run_1/congestion_map.png
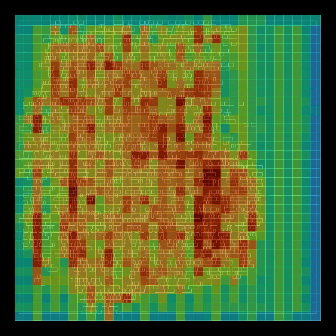
run_1/clock_wires.png
(2 px per µm)
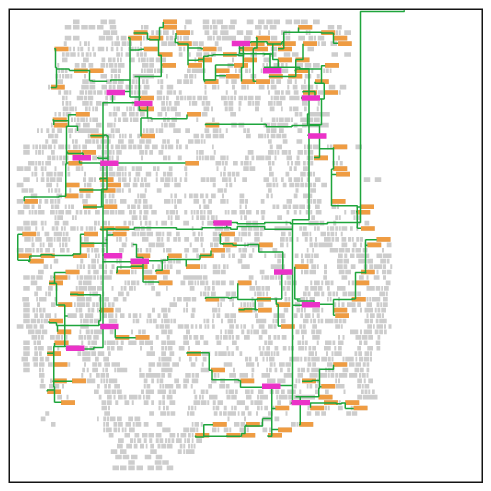
run_1/floorplan.png
(1.5 px per µm) Pins as bars on the die edge.
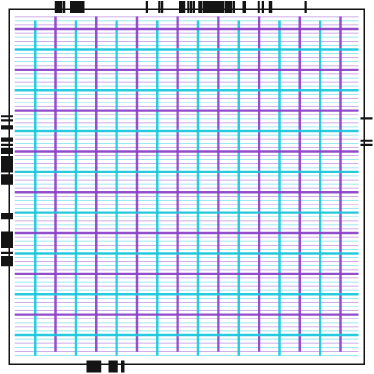
===== src/rtl/ex_muldiv_unit.sv =====
// Iterative RV32M/RV64M multiply/divide unit for the EX stage.
// Radix-2 shift-add multiply and restoring divide on operand magnitudes, with a registered result stage.
module ex_muldiv_unit #(
    parameter int XLEN = 32,
    parameter int REGW = 5
) (
    input  logic            clk,
    input  logic            rst,
    input  logic            in_valid,
    input  logic [2:0]      funct3,
    input  logic [XLEN-1:0] rs1_data,
    input  logic [XLEN-1:0] rs2_data,
    input  logic [REGW-1:0] rd_in,
    input  logic            ex_flush,
    input  logic            d_stall,
    output logic            stall_req,
    output logic            busy,
    output logic            out_valid,
    output logic [XLEN-1:0] result,
    output logic [REGW-1:0] rd_out
);
    localparam int CW = $clog2(XLEN);

    typedef enum logic [1:0] {S_IDLE, S_BUSY, S_DONE} state_t;

    state_t              r_state, w_state_nxt;
    logic [CW-1:0]       r_cnt;
    logic [2*XLEN-1:0]   r_acc;
    logic [XLEN-1:0]     r_opb;
    logic [2:0]          r_op;
    logic [REGW-1:0]     r_rd;
    logic                r_neg_q, r_neg_r;
    logic [XLEN-1:0]     r_result;
    logic [REGW-1:0]     r_rd_out;
    logic                r_out_valid;

    logic                w_is_div, w_s1_signed, w_s2_signed, w_sign1, w_sign2;
    logic [XLEN-1:0]     w_mag1, w_mag2, w_special_res;
    logic                w_div_zero, w_ovf, w_special, w_accept, w_last;
    logic [XLEN:0]       w_mul_sum, w_div_trial;
    logic [2*XLEN-1:0]   w_mul_nxt, w_div_nxt, w_acc_nxt, w_prod;
    logic [XLEN-1:0]     w_quot, w_rem, w_final;

    // Operand decode at acceptance: MULHU and the unsigned divides treat both operands unsigned,
    // MULHSU only rs1 signed.
    assign w_is_div    = funct3[2];
    assign w_s1_signed = w_is_div ? ~funct3[0] : (funct3[1:0] != 2'b11);
    assign w_s2_signed = w_is_div ? ~funct3[0] : ~funct3[1];
    assign w_sign1     = w_s1_signed & rs1_data[XLEN-1];
    assign w_sign2     = w_s2_signed & rs2_data[XLEN-1];
    assign w_mag1      = w_sign1 ? -rs1_data : rs1_data;
    assign w_mag2      = w_sign2 ? -rs2_data : rs2_data;

    assign w_div_zero  = w_is_div & (rs2_data == '0);
    assign w_ovf       = w_is_div & ~funct3[0] & (rs1_data == {1'b1, {(XLEN-1){1'b0}}})
                         & (rs2_data == '1);
    assign w_special   = w_div_zero | w_ovf;
    assign w_special_res = w_div_zero ? (funct3[1] ? rs1_data : '1)
                                      : (funct3[1] ? '0 : rs1_data);

    assign w_accept    = (r_state == S_IDLE) & in_valid & ~ex_flush;
    assign w_last      = (r_state == S_BUSY) & ~ex_flush & (r_cnt == '0);

    // One iteration step: r_acc holds {high partial, multiplier} or {remainder, quotient}.
    assign w_mul_sum   = {1'b0, r_acc[2*XLEN-1:XLEN]} + (r_acc[0] ? {1'b0, r_opb} : '0);
    assign w_mul_nxt   = {w_mul_sum, r_acc[XLEN-1:1]};
    assign w_div_trial = {r_acc[2*XLEN-1:XLEN], r_acc[XLEN-1]} - {1'b0, r_opb};
    assign w_div_nxt   = w_div_trial[XLEN] ? {r_acc[2*XLEN-2:0], 1'b0}
                                           : {w_div_trial[XLEN-1:0], r_acc[XLEN-2:0], 1'b1};
    assign w_acc_nxt   = r_op[2] ? w_div_nxt : w_mul_nxt;

    assign w_prod  = r_neg_q ? -w_acc_nxt : w_acc_nxt;
    assign w_quot  = r_neg_q ? -w_acc_nxt[XLEN-1:0] : w_acc_nxt[XLEN-1:0];
    assign w_rem   = r_neg_r ? -w_acc_nxt[2*XLEN-1:XLEN] : w_acc_nxt[2*XLEN-1:XLEN];
    assign w_final = r_op[2] ? (r_op[1] ? w_rem : w_quot)
                             : ((r_op[1:0] == 2'b00) ? w_prod[XLEN-1:0] : w_prod[2*XLEN-1:XLEN]);

    // NOTE: every combinational output gets a default first so no path leaves it unassigned (no latch).
    always_comb begin
        w_state_nxt = r_state;
        case (r_state)
            S_IDLE: if (w_accept) w_state_nxt = w_special ? S_DONE : S_BUSY;
            S_BUSY: begin
                if (ex_flush)          w_state_nxt = S_IDLE;
                else if (r_cnt == '0)  w_state_nxt = S_DONE;
            end
            S_DONE: if (ex_flush || !d_stall) w_state_nxt = S_IDLE;
            default: w_state_nxt = S_IDLE;
        endcase
    end

    // NOTE: state is updated with non-blocking assignments so all registers see pre-edge values.
    always_ff @(posedge clk) begin
        if (rst) begin
            r_state     <= S_IDLE;
            r_cnt       <= '0;
            r_acc       <= '0;
            r_opb       <= '0;
            r_op        <= '0;
            r_rd        <= '0;
            r_neg_q     <= 1'b0;
            r_neg_r     <= 1'b0;
            r_result    <= '0;
            r_rd_out    <= '0;
            r_out_valid <= 1'b0;
        end else begin
            r_state     <= w_state_nxt;
            r_out_valid <= (w_state_nxt == S_DONE);
            if (w_accept) begin
                r_acc   <= {{XLEN{1'b0}}, w_mag1};
                r_opb   <= w_mag2;
                r_op    <= funct3;
                r_rd    <= rd_in;
                r_neg_q <= w_sign1 ^ w_sign2;
                r_neg_r <= w_sign1;
                r_cnt   <= CW'(XLEN-1);
                if (w_special) begin
                    r_result <= w_special_res;
                    r_rd_out <= rd_in;
                end
            end else if (r_state == S_BUSY && !ex_flush) begin
                r_acc <= w_acc_nxt;
                r_cnt <= r_cnt - 1'b1;
                if (w_last) begin
                    r_result <= w_final;
                    r_rd_out <= r_rd;
                end
            end
        end
    end

    assign stall_req = ~ex_flush & (((r_state == S_IDLE) & in_valid) | (r_state == S_BUSY));
    assign busy      = (r_state != S_IDLE);
    assign out_valid = r_out_valid;
    assign result    = r_result;
    assign rd_out    = r_rd_out;
endmodule


===== config.mk =====
export PLATFORM = sky130hd
export DESIGN_NAME = ex_muldiv_unit
export DESIGN_NICKNAME = d
export VERILOG_FILES = /design/src/rtl/ex_muldiv_unit.sv
export SDC_FILE = /design/constraint.sdc
export NUM_CORES = 1
export LEC_CHECK = 0
export ABC_CLOCK_PERIOD_IN_PS = 6800
export CORE_MARGIN = 3
export CORE_UTILIZATION = 30
export CTS_CLUSTER_DIAMETER = 120
export DETAILED_ROUTE_END_ITERATION = 7
export SYNTH_ARGS = -nofsm -noshare
export SYNTH_HDL_FRONTEND = slang
export SYNTH_SLANG_ARGS = --single-unit

===== constraint.sdc =====
create_clock -name clk -period 6.8 [get_ports clk]
set_clock_uncertainty 0.1 [all_clocks]
set_input_delay 1.36 -clock clk [delete_from_list [all_inputs] [get_ports clk]]
set_output_delay 1.36 -clock clk [all_outputs]
set_load 0.01 [all_outputs]

==> run summary, run 1 <==
From the run reports.

- The die footprint is 55600 µm².
- For the finished layout, the period the worst path requires is 6.27 ns.
- From bottom edge to top edge, the die measures 236 µm.
- The most frequently used flop master after synthesis reads sky130_fd_sc_hd__dfxtp_1.
- The estimated wirelength of the detail-placed design reads 50.9 mm.
- In the synthesized netlist, the number of instances is 2279.
- The final clock period utilization by the worst path reads 92.3%.
- The initial core utilization is 30.6%.
- The count of standard-cell rows reads 83.
- The count of cells along the worst register-to-register path reads 25.
- The sum of routed wire length over all layers reads 66.0 mm.
- Setup repair after global routing left no endpoint under its margin.
- The share of async-settable or async-resettable flops after synthesis is 0%.
- The type of destination of the critical path is a flip-flop.
- The capture point of the critical path is result[30]$_SDFFE_PP0P_.
- The CTS report gives the tree buffer count as 17.
- The post-synth tally of flip-flops with integrated enable reads 0.
- The count of nets after finishing reads 2485.
- Measured along the x axis, the die boundary spans 236 µm.
- The violation count after the first detailed-route iteration reads 1855.
- The yosys-reported design area after synthesis is 15800 µm².
- Per the power-grid run, VDD falls by no more than 170 µV.
- The flow ran to the end, and the final reports show no timing, DRC or antenna violations.
- In this run the tool buffered the top-level ports with 116 buffer cells.
- The commonest cells after synthesis are sky130_fd_sc_hd__nor2_1, sky130_fd_sc_hd__nand2_1, sky130_fd_sc_hd__a21oi_1.
- The max-slew violation count reads 0.
- The origin of the critical flop-to-flop path is r_acc[31]$_SDFFE_PP0P_.
- The core outline area reads 51700 µm².
- The hold violation count in the final report reads 0.
- The yosys stat cell total is 2279.
- After synthesis the netlist holds a flip-flop and latch count of 151.
- The global-route wire length before repair reads 101 mm.
- The number of clock sinks came to 151.
- The post-synthesis instance area is 15800 µm².
- The tally of max-capacitance violations is 0.
- The H-tree depth reads 4.
- The gate-level netlist out of Yosys references 95 unique cell types.
- The post-detailed-route count of antenna-violating nets is 0.
- The arrival time of data at the critical path endpoint is 6.49 ns.
- The launch point of the worst path reads r_acc[31]$_SDFFE_PP0P_.
- Per the hold report, the tightest min-delay path originates at result[11]$_SDFFE_PP0P_.
- The overall track demand over capacity in global routing reads 23.0%.
- The detail-routed via count per cell is 5.82.
- The synthesis-to-layout area growth is 17.0%.
- The worst slew slack as a fraction of its limit is 36.6%.
- The design draws 0.00321 W.
- The top cell type in the final layout, fill and taps aside, is sky130_fd_sc_hd__nor2_1.
- The DRC violation count after routing is 0.
- The library cells used most frequently in the layout, excluding fill and tap cells, are sky130_fd_sc_hd__nor2_1, sky130_fd_sc_hd__nand2_1, sky130_fd_sc_hd__a21oi_1.
- The maximum number of buffers from clock root to sink is 2.
- The static leakage is 6.68 nW.
- The number of antenna diodes reads 0.
- The overall via count from detail_route reads 17600.
- The count of tool warnings is 29.
- Per the post-synthesis report, the nets total 2428.
- The maximum number of pins on one net before global-route repair is 157.
- The yosys warning tally is 0.
- The final weighted congestion recorded by global placement is 0.957.
- The CTS tree is done.
- The synthesized design spends more area on one cell type than any other, namely sky130_fd_sc_hd__dfxtp_1.
- The hold-fix buffer count after cts reads 0.
- The worst hold path was traced through 2 stages.
- The insertion delay to the later sink of the worst-skew pair reads 0.47 ns.
- The actual transition at the worst max-transition pin is 0.941 ns.
- The class of the tightest hold or removal check is reg2reg.
- The post-route worst hold slack is 0.358 ns.
- The endpoint with the worst hold slack reads result[11]$_SDFFE_PP0P_.
- The capture point of the worst register-to-register path is recorded as result[30]$_SDFFE_PP0P_.
- The number of antenna violations at the first check in global routing was 0.
- By area the synthesized netlist is led by sky130_fd_sc_hd__dfxtp_1, sky130_fd_sc_hd__nor2_1, sky130_fd_sc_hd__xnor2_1, sky130_fd_sc_hd__a21oi_1, sky130_fd_sc_hd__ha_1.
- Summing the sequential cell areas from Yosys gives 19.1% of the chip area.
- The number of setup violations in the final report is 0.
- The number of iterations in the first detailed-routing pass is 8.
- The path type of the worst setup path reads reg2reg.
- The type of origin of the critical path is a flip-flop.
- The power density over the cells is 173 nW/µm².
- The number of global-route vias before repair came to 16300.
- The worst endpoint required time reads 7.02 ns.
- According to the I/O placement log, the pin count is 117.
- Setup total negative slack on the finished layout was measured at 0 ns.
- On the worst setup and hold paths after CTS, the clock-pin slew comes to 0.06 ns.
- Per the timing report, the biggest fanout along the worst path comes to 5.
- The post-synthesis cell type with the largest instance count is sky130_fd_sc_hd__nor2_1.
- The top cell type by area accounts for 19.1% of the synthesized area.
- The average size of a mapped cell reads 6.95 µm².
- The total grt overflow reads 0.
- In the final layout, the share of cells above drive strength 1 is 7.11%.
- The peak clock frequency supported by timing is 159 MHz.
- In this run the clock root is driven by a sky130_fd_sc_hd__clkbuf_16.
- The count of fill cells added during filler insertion reads 5514.
- STA reports a reg2reg setup slack of 0.53 ns.
Notes on congestion_map.png above:
final core area utilization: 35.8%
average detailed-routed wire length per instance: 21.8 µm
met3 routing resource usage after global routing: 3.69%

Notes on clock_wires.png above:
[green] clock wires | length: 2610 µm
[orange] flip-flops | count: 151
[magenta] clock-net drivers | count: 17
routed clock nets: 18

Notes on floorplan.png above:
| colour | net |
|---|---|
| cyan | VSS |
| purple | VDD |
met1 rails: 84
signal pins: 117
met5 straps: 16
met4 straps: 16
rows: 83

==> run 1: kinds of logic (layout without fill, tap and decap cells) <==
logic type	after synthesis	count (layout)	synth area share, %
compound gates	713	713	30.2
xor+xnor	196	196	10.8
fa+ha+maj	73	73	5.85
buf+inv	231	301	5.73
flops	151	151	19.1
mux	43	43	2.73
simple gates	872	872	25.6
==> run 1: metrics by stage <==
stage | instances | worst slack, ns | cell area, µm²
floorplan | 2279 | 0.412 | 15800
global placement | 2997 | 0.385 | 17900
detailed placement | 2997 | 0.358 | 17900
CTS | 3029 | 0.270 | 18500
global route | 3029 | 0.0472 | 18500
finish | 3029 | 0.525 | 18500
==> run 1: state kept, by name, indices dropped and copies added, names as in the netlist <==
register,count
out_valid,1
r_acc,64
r_cnt,5
r_neg_q,1
r_neg_r,1
r_op,3
r_opb,32
r_rd,5
r_state,2
rd_out,5
result,32
==> run 1: worst max-delay path, cell delays in order, from the launching register on <==
cell and delay, ns:
sky130_fd_sc_hd__dfxtp_1 0.38, sky130_fd_sc_hd__inv_1 0.08, sky130_fd_sc_hd__ha_1 0.23, sky130_fd_sc_hd__fa_1 0.46
sky130_fd_sc_hd__nand2b_1 0.20, sky130_fd_sc_hd__a21o_1 0.19, sky130_fd_sc_hd__a21o_1 0.23, sky130_fd_sc_hd__o21ai_2 0.29
sky130_fd_sc_hd__a41o_2 0.25, sky130_fd_sc_hd__nor3_1 0.08, sky130_fd_sc_hd__a21oi_1 0.19, sky130_fd_sc_hd__ha_1 0.24
sky130_fd_sc_hd__nor3b_1 0.20, sky130_fd_sc_hd__o221ai_1 0.16, sky130_fd_sc_hd__or2_2 0.36, sky130_fd_sc_hd__nor3_2 0.23
sky130_fd_sc_hd__nand3_1 0.13, sky130_fd_sc_hd__or3_1 0.43, sky130_fd_sc_hd__nor2_1 0.15, sky130_fd_sc_hd__nand3_1 0.13
sky130_fd_sc_hd__nor4_2 0.38, sky130_fd_sc_hd__inv_1 0.15, sky130_fd_sc_hd__o41ai_2 0.25, sky130_fd_sc_hd__xnor2_1 0.14
sky130_fd_sc_hd__a2111oi_2 0.42, sky130_fd_sc_hd__nor3_2 0.08
==> run 1: what timing repair did <==
item,CTS,global route
setup buffers,0,0
setup endpoints to repair,0,3
gates resized,0,3
==> run 1: power by group <==
part / internal (W) / switching (W)
clock network: 0.000670 / 0.000427
registers: 0.000928 / 0.0000474
logic: 0.000404 / 0.000730
==> run 1: per-layer routing <==
| layer | up-vias | GRT usage [%] | part of all wire (%) |
|---|---|---|---|
| li1 | 8393 | - | - |
| met1 | 8387 | 32.1 | 45 |
| met2 | 722 | 35.8 | 44 |
| met3 | 112 | 3.69 | 7.2 |
| met4 | 0 | 8.22 | 3.6 |
| met5 | - | 0 | 0 |
==> run 1: cell type report <==
cell class / count / area (µm²) / share of cell area (%)
Tap cell: 680 / 851 / 4.59
Clock buffer: 20 / 457 / 2.47
Timing Repair Buffer: 197 / 1790 / 9.67
Multi-Input combinational cell: 1897 / 11900 / 64.4
Inverter: 72 / 270 / 1.46
Clock inverter: 12 / 198 / 1.07
Sequential cell: 151 / 3030 / 16.3
run_1/ff_map.png
(2 px per µm) Other sequential cells in the stronger grey, the rest of the logic in the fainter grey.
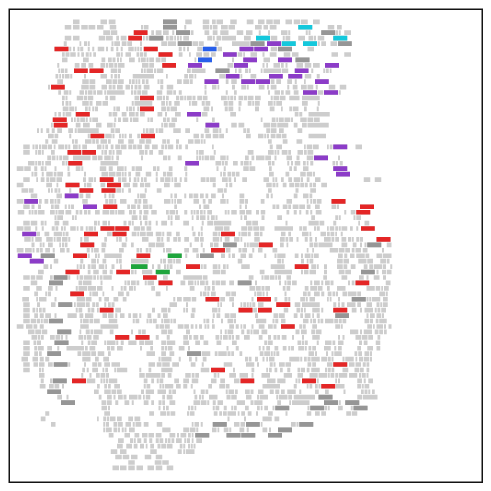

==> run 2: changes to the inputs <==
--- a/config.mk
+++ b/config.mk
@@ -10,6 +10,7 @@
 export CORE_UTILIZATION = 30
 export CTS_CLUSTER_DIAMETER = 120
 export DETAILED_ROUTE_END_ITERATION = 7
+export MAX_ROUTING_LAYER = met4
 export SYNTH_ARGS = -nofsm -noshare
 export SYNTH_HDL_FRONTEND = slang
 export SYNTH_SLANG_ARGS = --single-unit
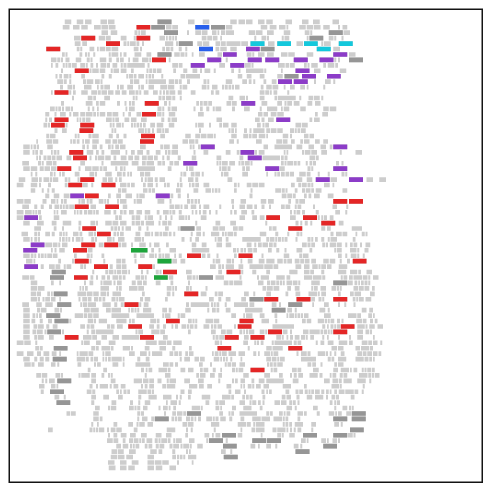
run_2/ff_map.png
(2 px per µm) Other sequential cells in the stronger grey, the rest of the logic in the fainter grey.
| colour | name in the netlist | placed flops |
|---|---|---|
| red | r_acc | 64 |
| cyan | r_rd | 5 |
| blue | r_state | 2 |
| purple | result | 32 |
| green | r_op | 3 |
not coloured: 45
area taken by flip-flops and latches: 3030 µm²
sequential portion of the cell area: 16.4%

==> run 2 against run 1 <==
Hold slack improved by 0.022 ns. Clock power decreased by 9%. Die size unchanged. Combinational power about the same. Final cell count increased by 0.20%. Total power decreased by 2.8%. Fmax decreased by 0.25%. Final area decreased by 0.18%. Via count about the same. Wire length increased by 1.1%. Synthesized cell count unchanged. Critical endpoint unchanged.
==> run summary, run 2 <==
From the run reports.

- Outcome: finished, final reports clean (unchanged).
- The maximum number of pins on one net before global-route repair is 157 (unchanged).
- The routed length on met2 reads 29.5 mm (was 29.0 mm).
- The largest driver fanout on the critical path is 5 (unchanged).
- The die footprint is 55600 µm² (unchanged).
- The met3 global-route usage came to 2.96% (was 3.69%).
- The power density over the cells is 169 nW/µm² (was 173 nW/µm²).
- The share of the synthesized area in the top cell type reads 19.1% (unchanged).
- The arrival time of data at the critical path endpoint was 6.51 ns (was 6.49 ns).
- The post-route worst hold slack was 0.380 ns (was 0.358 ns).
- The filler-free cell count of the finished design is 3035 (was 3029).
- The number of global-route vias before repair is 16000 (was 16300).
- The final setup TNS is 0 ns (unchanged).
- The fraction of power spent switching nets is 40.0% (was 37.6%).
- The die boundary width reads 236 µm (unchanged).
- The detail-routed net length per standard cell is 22.0 µm (was 21.8 µm).
- The post-detailed-route count of antenna-violating nets reads 0 (unchanged).
- The vertical extent of the die is 236 µm (unchanged).
- The internal portion of total power came to 0.00187 W (was 0.00200 W).
- The combinational gate area is 11900 µm² (about the same).
- Top cells by area: sky130_fd_sc_hd__dfxtp_1, sky130_fd_sc_hd__nor2_1, sky130_fd_sc_hd__xnor2_1, sky130_fd_sc_hd__a21oi_1, sky130_fd_sc_hd__ha_1 (unchanged).
- The peak supply drop reads 191 µV (was 170 µV).
- The sequential-cell power consumption is 0.000975 W (about the same).
- The DRC violation count after routing is 0 (unchanged).
- The switching component of the power reads 0.00125 W (was 0.00120 W).
- The detail-routed via count per cell reads 5.80 (was 5.82).
- The clock network power share is 32.1% (was 34.2%).
- The number of iterations in the first detailed-routing pass reads 6 (was 8).
- The fraction of the core area covered by cells at the end of the flow is 35.8% (about the same).
- The share of post-route cells with drive strength above 1 reads 7.31% (was 7.11%).
- The path type of the worst setup path reads reg2reg (unchanged).
- The CTS tree is done (unchanged).
- The maximum number of buffers from clock root to sink was 2 (unchanged).
- The most frequently used flop master after synthesis is sky130_fd_sc_hd__dfxtp_1 (unchanged).
- The yosys-reported design area after synthesis is 15800 µm² (unchanged).
- The flip-flop count of the largest register, all copies and words added was 64 (unchanged).
- The number of placed instances with taps included was 3002 (was 2997).
- The number of setup violations in the final report reads 0 (unchanged).
- The number of standard cells after synthesis reads 2279 (unchanged).
- The static leakage is 6.66 nW (was 6.68 nW).
- The yosys stat cell total is 2279 (unchanged).
- The leading cell type in the layout, fill and taps excluded is sky130_fd_sc_hd__nor2_1 (unchanged).
- The post-synthesis sequential area ratio is 19.1% (unchanged).
- The overall via count from detail_route reads 17600 (about the same).
- The core outline area is 51700 µm² (unchanged).
- Most numerous cell types in the synthesized netlist: sky130_fd_sc_hd__nor2_1, sky130_fd_sc_hd__nand2_1, sky130_fd_sc_hd__a21oi_1 (unchanged).
- The type of origin of the critical path is a flip-flop (unchanged).
- The number of clock sinks reads 151 (unchanged).
- The count of tool warnings is 29 (unchanged).
- The initial core utilization is 30.6% (unchanged).
- The number of buffers created by CTS reads 17 (unchanged).
- The logic gate share of total power reads 36.6% (was 35.4%).
- The total of buffers placed on input and output ports is 116 (unchanged).
- The dominant power group was combinational logic (unchanged).
- The estimated wirelength of the detail-placed design came to 51.4 mm (was 50.9 mm).
- The register with the most flip-flops is r_acc (unchanged).
- The overall track demand over capacity in global routing came to 23.7% (was 23.0%).
- The count of pins on the block boundary reads 117 (unchanged).
- The cell at the root of the clock tree is sky130_fd_sc_hd__clkbuf_16 (unchanged).
- The yosys warning tally is 0 (unchanged).
- The violation count after the first detailed-route iteration came to 1806 (was 1855).
- The post-synth tally of flip-flops with integrated enable came to 0 (unchanged).
- The routability congestion estimate is 0.971 (was 0.957).
- The total grt overflow is 0 (unchanged).
- The part of the power in registers is 31.3% (was 30.4%).
- The synthesized net count is 2428 (unchanged).
- The clock transition time at the flip-flop clock pins of the worst setup and hold paths reads 0.07 ns (was 0.06 ns).
- The number of antenna violations at the first check in global routing reads 1 (was 0).
- The global-route wire length before repair was 101 mm (about the same).
- The class of the tightest hold or removal check is reg2reg (unchanged).
- The post-synthesis cell type with the largest instance count is sky130_fd_sc_hd__nor2_1 (unchanged).
- The share of async-settable or async-resettable flops after synthesis reads 0% (unchanged).
- The average size of a mapped cell reads 6.95 µm² (unchanged).
- The peak clock frequency supported by timing is 159 MHz (about the same).
- The type of destination of the critical path was a flip-flop (unchanged).
- The count of nets after finishing is 2490 (was 2485).
- The amount of wire on met3 after detailed routing is 4.52 mm (was 4.76 mm).
- The insertion delay to the later sink of the worst-skew pair reads 0.46 ns (was 0.47 ns).
- The post-synthesis register bit count reads 151 (unchanged).
- The most area-hungry cell type in the Yosys netlist is sky130_fd_sc_hd__dfxtp_1 (unchanged).
- The count of fill cells added during filler insertion reads 5599 (was 5514).
- The met1 track demand over resource reads 32.6% (was 32.1%).
- The wire length on met1 is 30.6 mm (was 29.9 mm).
- The busiest layer in global routing reads met2 (unchanged).
- The power consumed by combinational cells came to 0.00114 W (was 0.00113 W).
- The post-synthesis instance area is 15800 µm² (unchanged).
- The met2 track utilization from global routing was 36.0% (was 35.8%).
- The count of unique library cells instantiated by Yosys is 95 (unchanged).
- The hold violation count in the final report reads 0 (unchanged).
- The top layer used by detailed routing reads met4 (unchanged).
- The actual transition at the worst max-transition pin is 1.01 ns (was 0.941 ns).
- The tally of max-capacitance violations reads 0 (unchanged).
- The H-tree depth reads 4 (unchanged).
- The worst endpoint required time is 7.02 ns (about the same).
- The shortest clock period the worst path allows after layout reads 6.29 ns (was 6.27 ns).
- The total setup buffers inserted after CTS is 0 (unchanged).
- The clock network power came to 0.00100 W (was 0.00110 W).
- The sum of routed wire length over all layers is 66.7 mm (was 66.0 mm).
- The worst slew slack as a fraction of its limit is 32.0% (was 36.6%).
- Commonest non-fill, non-tap cells in the layout: sky130_fd_sc_hd__nor2_1, sky130_fd_sc_hd__nand2_1, sky130_fd_sc_hd__a21oi_1 (unchanged).
- The final clock period utilization by the worst path came to 92.5% (was 92.3%).
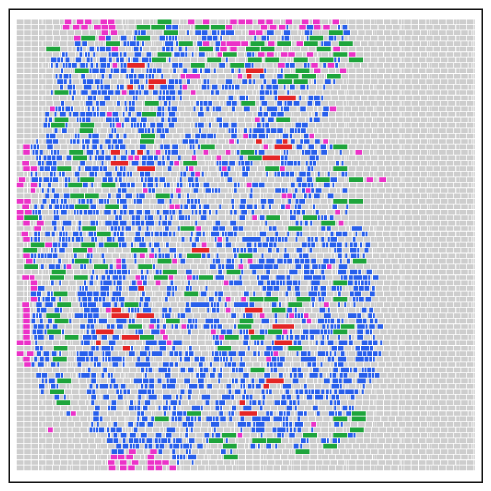
run_2/class_map.png
(2 px per µm) Fill, decap, tap and diode cells in grey.
| colour | class | cells |
|---|---|---|
| green | sequential cells | 151 |
| red | clock drivers and dummy loads | 32 |
| blue | remaining logic cells | 1969 |
| magenta | remaining buffers and delay cells | 202 |
row cnt: 83
design area: 18500 µm²

[run 2: cell count changes in the layout (fill, tap and decap cells not counted), sizes merged]
cell	change
clkinvlp	+1
bufinv	-4
inv	+5
diode	+1
clkinv	-1
buf	+5
clkbuf	-1
[run 2: cell type report]
type,instances,area share [%]
diodes,1,0.0135
clock buffers,19,2.45
clock inverters,13,0.724
inverters,72,1.46
multi-input cells,1897,64.5
flip-flops and latches,151,16.4
well taps,680,4.60
repair buffers,202,9.89
[run 2: through the flow]
stage / setup WS (ns) / area [µm²] / total power [W]
after floorplan: 0.412 / 15800 / 0.00170
after global placement: 0.490 / 17900 / 0.00210
after detailed placement: 0.410 / 17900 / 0.00210
after CTS: 0.372 / 18500 / 0.00310
after global routing: -0.0528 / 18500 / 0.00325
final: 0.510 / 18500 / 0.00312
[run 2: final timing paths]
path / startpoint / end / slack [ns] / cells after the start
worst max-delay path: r_acc[31]$_SDFFE_PP0P_ / result[30]$_SDFFE_PP0P_ / 0.51 / 26
worst min-delay path: r_opb[0]$_SDFFE_PP0P_ / r_opb[0]$_SDFFE_PP0P_ / 0.38 / 2
worst max register to register: r_acc[31]$_SDFFE_PP0P_ / result[30]$_SDFFE_PP0P_ / 0.51 / 26
worst min register to register: r_opb[0]$_SDFFE_PP0P_ / r_opb[0]$_SDFFE_PP0P_ / 0.38 / 2
[run 2: timing repair]
action                     4_1_cts  5_1_grt
resized                          0        3
hold buffers                     0        0
setup endpoints to repair        0        3
[run 2: kinds of logic (layout without fill, tap and decap cells)]
logic type	Yosys count	count (layout)	share of synthesized area [%]
multiplexers	43	43	2.73
buffers and inverters	231	306	5.73
AND/OR/NAND/NOR	872	872	25.6
XOR/XNOR	196	196	10.8
flip-flops	151	151	19.1
adder cells (fa/ha/maj)	73	73	5.85
other	0	1	0
AND-OR/OR-AND	713	713	30.2
[run 2: critical path, stage by stage (launching register included)]
cell,delay (ns)
sky130_fd_sc_hd__dfxtp_1,0.40
sky130_fd_sc_hd__inv_1,0.09
sky130_fd_sc_hd__ha_1,0.24
sky130_fd_sc_hd__fa_1,0.42
sky130_fd_sc_hd__nand2b_1,0.20
sky130_fd_sc_hd__a21o_1,0.22
sky130_fd_sc_hd__a21o_1,0.24
sky130_fd_sc_hd__o21ai_2,0.31
sky130_fd_sc_hd__a41o_2,0.25
sky130_fd_sc_hd__nor3_1,0.07
sky130_fd_sc_hd__a21oi_1,0.20
sky130_fd_sc_hd__ha_1,0.23
sky130_fd_sc_hd__nor3b_1,0.19
sky130_fd_sc_hd__o221ai_1,0.16
sky130_fd_sc_hd__or2_2,0.36
sky130_fd_sc_hd__nor3_2,0.23
sky130_fd_sc_hd__nand3_1,0.12
sky130_fd_sc_hd__or3_1,0.43
sky130_fd_sc_hd__nor2_1,0.14
sky130_fd_sc_hd__nand3_1,0.12
sky130_fd_sc_hd__nor4_1,0.34
sky130_fd_sc_hd__buf_4,0.17
sky130_fd_sc_hd__inv_1,0.05
sky130_fd_sc_hd__o41ai_2,0.24
sky130_fd_sc_hd__xnor2_1,0.14
sky130_fd_sc_hd__a2111oi_2,0.41
sky130_fd_sc_hd__nor3_2,0.08
Power is estimated from default activity; no workload was simulated.
